Design uart_tx_queue_flat, sky130hd; sources not shown.
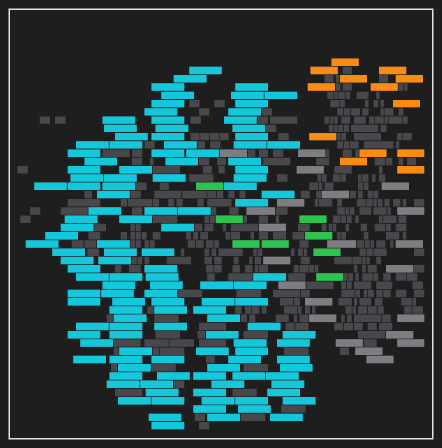
ff_map.png
legend:
  u_core.baud:
    colour: orange
    placed_flops: 13
    where: top right
  u_core.shift:
    colour: green
    placed_flops: 8
  u_core.mem:
    colour: cyan
    placed_flops: 128
sequential share of cell area: 57.9%
Final Util: 46.5%
sequential power: 2.11 mW

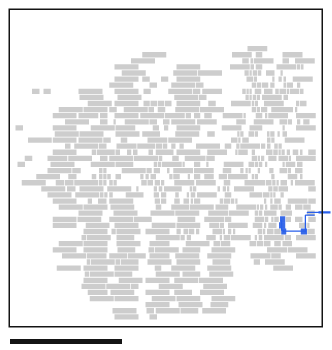
port_trees.png
Scale bar: 50 um.
legend:
  bus_wr_en:
    colour: blue
    bits: 1
    direction: input
    edge: right
    end_cells: 4
    wire: 34.0 um
PortBufs: 20
IO Count: 21

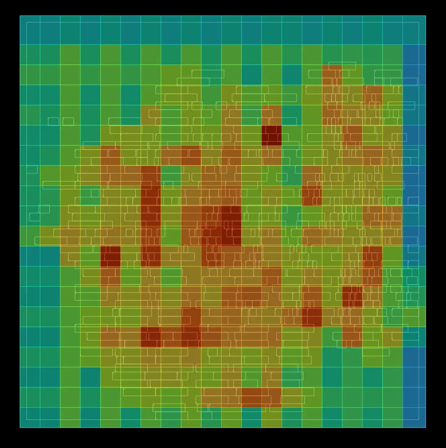
congestion_map.png
gr usage total: 16.8%
met2 Use GR: 26.8%
routed wire length per instance: 20.3 um

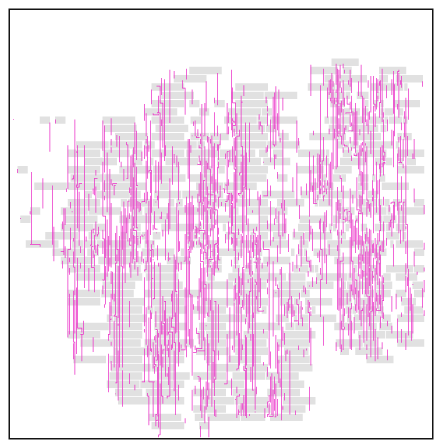
m2.png
Cells faint in the background.
wire length on this layer: 7470 um
share of all routed wire: 48%
longest straight run: 50.3 um
wirelength, routed: 15.6 mm
via count: 4371

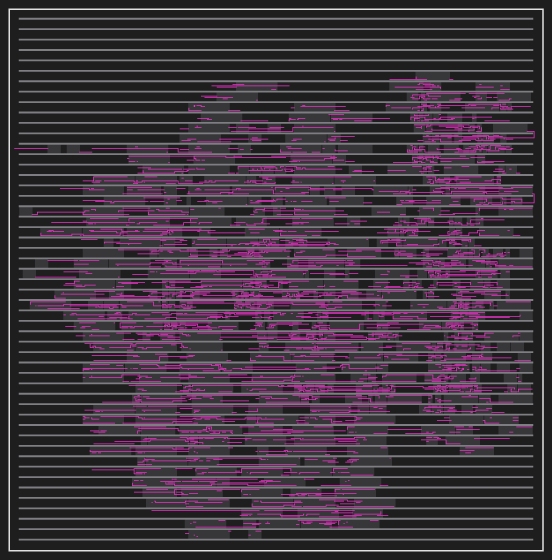
m1.png
Supply wires on this layer in grey. Cells faint in the background.
main direction: horizontal
longest straight run: 62.1 um
wire length on this layer: 6970 um
nets with wire on the layer: 511
share of all routed wire: 45%
met1 Usage GRT: 22.6%

==> reports/qor.csv <==
stage,metric,value,unit
outcome,run status,"finished, final reports clean",
finish,Non-Clock Buffer Count,25,
finish,register area,4920,sq um
finish,multi-input gates,288,
clocking,Post-CTS Setup Bufs,0,
synthesis,Post-Synth Adder-Cell Area,2.51,%
synthesis,number of enable flip-flop cells,128,
grt,largest net degree at the start of global routing,29,
grt,global-route wire length before repair,25.0,mm
drt,Max Used Layer,met4,
drt,Met3 Wirelength,851,um
clocking,clock tree root buffer cell,clkbuf_16,
sta,Final Hold Viols,0,
finish,dominant logic cell types in the final layout,"128 x edfxtp_1, 41 x dfrtp_1, 38 x o21ai_0",
setup_path,Worst setup EP type,output port,
place,final RePlAce weighted congestion,0.858,
synthesis,Synth Seq Share,65.9,%
synthesis,Mean Syn Cell Area,15.0,sq um
setup_path,worst r2r path cells,4,
synthesis,post-synth top area cell,edfxtp_1,
synthesis,Simple-Gate Fraction of Synth Area,8.48,%
hold_path,hold path depth,1,
finish,multi-input combinational area share,28.1,%
grt,GRT overflow,0,
floorplan,Core Box Area,18300,sq um
synthesis,Post-Syn Area,7470,sq um
sta,Worst-Margin Slew,1080,ps
synthesis,ys flop type,edfxtp_1,
finish,area grow syn2layout,13.8,%
sta,clk_skew,11.0,ps
finish,top cell category,flip-flops and latches,
finish,ANT cells,0,
floorplan,Die X,139,um
flow_run,tool warning count,34,
synthesis,top cells by count,"128 x edfxtp_1, 42 x dfrtp_1, 38 x o21ai_0",
floorplan,fp_density,40.9,%
drt,drt via density,5.68,
==> metal layers <==
metal  vias to the layer above  global-route usage, %
li1                       1974                      -
met3                        25                   4.35
met2                       137                   26.8
met5                         -                      0
met4                         0                   6.06
met1                      2235                   22.6
==> worst max-delay path, cell delays in order (launching register included) <==
cell	delay, ps
dfrtp_1	420
inv_1	90
ha_1	340
inv_1	240
clkdlybuf4s50_1	650
==> through the flow <==
step / std cells / setup WS, ps
finish: 769 / 1140
global placement: 737 / 1280
CTS: 769 / 1140
global route: 769 / 1030
floorplan: 498 / 1900
detailed placement: 737 / 1210
==> power breakdown <==
group	switching [mW]	internal, mW	total, mW
sequential	0.0925	2.02	2.11
clock	0.712	0.853	1.56
combinational	0.295	0.198	0.493
Power figures rest on the tool's default switching activity, not on a simulated workload.
